cell_classes.png
Scale bar: 20 um. Fill, decap, tap and diode cells in grey.
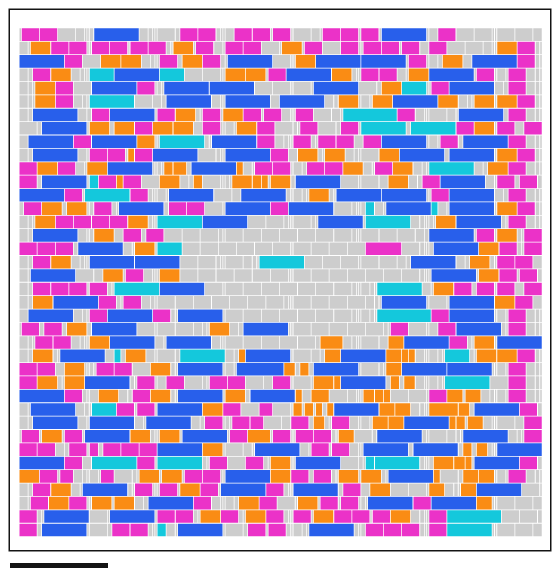
density.png
11 x 11 tiles, from black (low) to pale yellow (high), 0 to 100% covered.
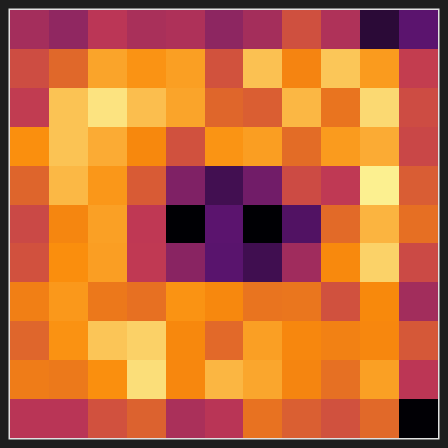
registers.png
Scale bar: 20 um. Other sequential cells in the stronger grey, the rest of the logic in the fainter grey.
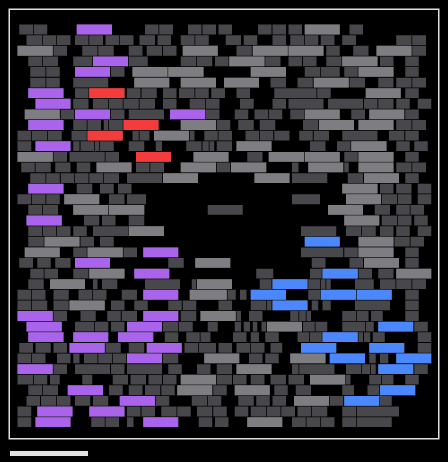
metal_stack.png
Scale bar: 20 um. Two of the layers only.
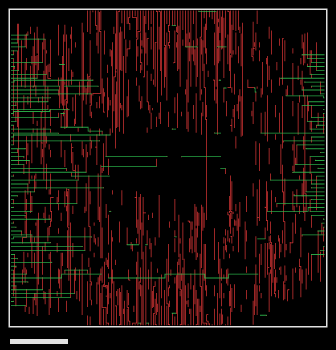
final_congestion.png
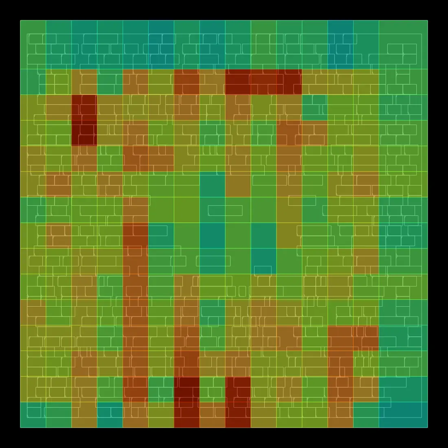
## config.mk

```make
export PLATFORM = sky130hd
export DESIGN_NAME = alu_issue_ctrl
export DESIGN_NICKNAME = d
export VERILOG_FILES = /design/src/rtl/alu_issue_ctrl.sv
export SDC_FILE = /design/constraint.sdc
export NUM_CORES = 1
export LEC_CHECK = 0
export CORE_MARGIN = 1.5
export CORE_UTILIZATION = 41
export DETAILED_ROUTE_END_ITERATION = 6
export HOLD_SLACK_MARGIN = 0.06
export PLACE_DENSITY = 0.81
export RECOVER_POWER = 50
export SLEW_MARGIN = 20
export SYNTH_ARGS = -nofsm -noshare
export SYNTH_HDL_FRONTEND = slang
export SYNTH_SLANG_ARGS = --single-unit
```

## constraint.sdc

```tcl
create_clock -name clk -period 2 [get_ports clk]
set_clock_uncertainty 0.05 [all_clocks]
set_input_delay 0.3 -clock clk [delete_from_list [all_inputs] [get_ports clk]]
set_output_delay 0.3 -clock clk [all_outputs]
set_load 0.03 [all_outputs]
```

## src/rtl/alu_issue_ctrl.sv

```systemverilog
// Registered issue/capture front end for the single-cycle combinational ALU.
// Optional reference-model cross-check is enabled with `define ALU_SELFCHECK_EN.
module alu_issue_ctrl #(
  parameter int unsigned WIDTH = 32,
  parameter int unsigned CTL_W = 4
) (
  input  logic             clk,
  input  logic             rst_n,
  input  logic             req_valid,
  output logic             req_ready,
  input  logic [WIDTH-1:0] req_a,
  input  logic [WIDTH-1:0] req_b,
  input  logic [CTL_W-1:0] req_ctl,
  output logic [WIDTH-1:0] alu_a,
  output logic [WIDTH-1:0] alu_b,
  output logic [CTL_W-1:0] alu_ctl,
  input  logic [WIDTH-1:0] alu_result,
  input  logic             alu_zero,
  output logic             rsp_valid,
  input  logic             rsp_ready,
  output logic [WIDTH-1:0] rsp_result,
  output logic             rsp_zero,
  output logic             rsp_err,
`ifdef ALU_SELFCHECK_EN
  output logic             rsp_mismatch,
`endif
  output logic [15:0]      op_count
);

  localparam int unsigned CNT_W = 16;

  typedef enum logic [1:0] {IDLE, EXEC, RESP} state_t;

  state_t           state, state_n;
  logic             err_q, err_n;
  logic             req_ready_n;
  logic [WIDTH-1:0] alu_a_n, alu_b_n, rsp_result_n;
  logic [CTL_W-1:0] alu_ctl_n;
  logic             rsp_valid_n, rsp_zero_n, rsp_err_n;
  logic [CNT_W-1:0] op_count_n;

  function automatic logic ctl_legal(input logic [CTL_W-1:0] c);
    case (c)
      CTL_W'(4'b0000), CTL_W'(4'b0001), CTL_W'(4'b0010),
      CTL_W'(4'b0110), CTL_W'(4'b0111), CTL_W'(4'b1100): return 1'b1;
      default: return 1'b0;
    endcase
  endfunction

`ifdef ALU_SELFCHECK_EN
  logic [WIDTH-1:0] model_result;
  logic             rsp_mismatch_n;

  // Golden ALU evaluated on the registered operands.
  always_comb begin
    model_result = '0;
    case (alu_ctl)
      CTL_W'(4'b0000): model_result = alu_a & alu_b;
      CTL_W'(4'b0001): model_result = alu_a | alu_b;
      CTL_W'(4'b0010): model_result = alu_a + alu_b;
      CTL_W'(4'b0110): model_result = alu_a - alu_b;
      CTL_W'(4'b0111): model_result = ($signed(alu_a) < $signed(alu_b)) ? WIDTH'(1) : '0;
      CTL_W'(4'b1100): model_result = ~(alu_a | alu_b);
      default:         model_result = '0;
    endcase
  end
`endif

  // Next-state and next-output logic.
  always_comb begin
    state_n      = state;
    err_n        = err_q;
    alu_a_n      = alu_a;
    alu_b_n      = alu_b;
    alu_ctl_n    = alu_ctl;
    rsp_valid_n  = rsp_valid;
    rsp_result_n = rsp_result;
    rsp_zero_n   = rsp_zero;
    rsp_err_n    = rsp_err;
    op_count_n   = op_count;
`ifdef ALU_SELFCHECK_EN
    rsp_mismatch_n = rsp_mismatch;
`endif
    case (state)
      IDLE: begin
        if (req_valid) begin
          alu_a_n   = req_a;
          alu_b_n   = req_b;
          alu_ctl_n = req_ctl;
          err_n     = ~ctl_legal(req_ctl);
          state_n   = EXEC;
        end
      end
      EXEC: begin
        rsp_result_n = alu_result;
        rsp_zero_n   = alu_zero;
        rsp_err_n    = err_q;
        rsp_valid_n  = 1'b1;
`ifdef ALU_SELFCHECK_EN
        rsp_mismatch_n = (alu_result != model_result) ||
                         (alu_zero != (model_result == '0));
`endif
        state_n = RESP;
      end
      RESP: begin
        if (rsp_ready) begin
          rsp_valid_n = 1'b0;
          op_count_n  = op_count + CNT_W'(1);
          state_n     = IDLE;
        end
      end
      default: state_n = IDLE;
    endcase
    // Requests are only taken in IDLE, so ready tracks the upcoming state.
    req_ready_n = (state_n == IDLE);
  end

  always_ff @(posedge clk or negedge rst_n) begin
    if (!rst_n) begin
      state      <= IDLE;
      err_q      <= 1'b0;
      req_ready  <= 1'b1;
      alu_a      <= '0;
      alu_b      <= '0;
      alu_ctl    <= '0;
      rsp_valid  <= 1'b0;
      rsp_result <= '0;
      rsp_zero   <= 1'b0;
      rsp_err    <= 1'b0;
      op_count   <= '0;
`ifdef ALU_SELFCHECK_EN
      rsp_mismatch <= 1'b0;
`endif
    end else begin
      state      <= state_n;
      err_q      <= err_n;
      req_ready  <= req_ready_n;
      alu_a      <= alu_a_n;
      alu_b      <= alu_b_n;
      alu_ctl    <= alu_ctl_n;
      rsp_valid  <= rsp_valid_n;
      rsp_result <= rsp_result_n;
      rsp_zero   <= rsp_zero_n;
      rsp_err    <= rsp_err_n;
      op_count   <= op_count_n;
`ifdef ALU_SELFCHECK_EN
      rsp_mismatch <= rsp_mismatch_n;
`endif
    end
  end

endmodule

```

==> impl_metrics.ini <==
; synthesis and place-and-route metrics
[status]
status = finished, final reports clean

[yosys]
postSynthSeqShare = 0.659
ys_chip_area_um2 = 4670
synth_top_area_share = 0.654
yosysMostFrequentCell = dfrtp_1
ff_type = dfrtp_1
synth_area_per_cell_um2 = 15.9
ys_top_logic_family = multiplexers

[power]
combPwrFrac = 0.475
top_power_group = combinational cells

[worst_setup_path]
cp_num_cells = 1
critPathMaxFanout = 1
rr_worst_depth = 3
cp-start-kind = flip-flop
crit_start = req_ready
timing.rr.start = state[0]
critPathSlowestCell = clkdlybuf4s50_1

[routing]
drt-vias-per-instance = 4.80
route.met3.wl_um = 1250
wl_met2_um = 5700
drt_iter0_markers = 125

[final_layout]
comb_area_um2 = 1520
diodes = 0
fillers = 782
sh_comb_area = 0.197
fin_cells = 683
nonClockBufferCount = 230
clock_tree_area_fraction = 0.0812
lay_top_cells = clkdlybuf4s50_1 (223), dfrtp_1 (122), mux2_2 (102)

[clock_network]
cts_tree = built
clk_latency_ns = 0.41
cts_hold_buf = 1
path_clk_slew_ns = 0.05
cts_resized = 0

[timing]
setup_tns_ns = 0
max_freq_ghz = 0.509
drv_slew = 0
rsz0062_at_grt = no
slew_headroom = 0.253
finalWorstSetupSlack_ns = 0.0358
finalHoldViolCount = 0

[hold_path]
whs_endpoint = op_count[15]

[placed_design]
pre_cts_ws_ns = 0.106

[global_routing]
grt_antenna_before_repair = 0
About cell_classes.png:
- blue: flops (cells 123; share of their area 41%)
- cyan: clock drivers and dummy loads (cells 32; share of their area 8.3%)
- magenta: other buffers and delay cells (cells 230; share of their area 31%)
- orange: all other logic (cells 158; share of their area 20%)
# rows: 38
Core Util, Final: 0.702
core area: 11000 um2
flop share of the area: 0.400

About density.png:
- mean over tiles: 63%
- tiles over 75% full: 31%
- emptiest ninth of the die: centre
starting density of the core: 0.425

About registers.png:
- red: `alu_ctl` (placed flops 4; where upper left)
- blue: `op_count` (placed flops 16; where lower right)
- purple: `alu_b` (placed flops 32)
- not coloured: 71
sequential cell area: 3080 um2
sequential logic power: 4.28 mW

About metal_stack.png:
- red: met2 (wire length 5700 um)
- green: met3 (wire length 1250 um)
Via Count: 3279
Routed WL: 11400 um
GRT Total Usage: 0.195
WL/cell: 16.7 um

About final_congestion.png:
gr busiest metal: met2
met1 Resource Use GR: 0.198
GR Layer Usage met3: 0.109
GR Layer Usage met2: 0.323

No activity file was given, so power comes from the tool's default toggle rates.
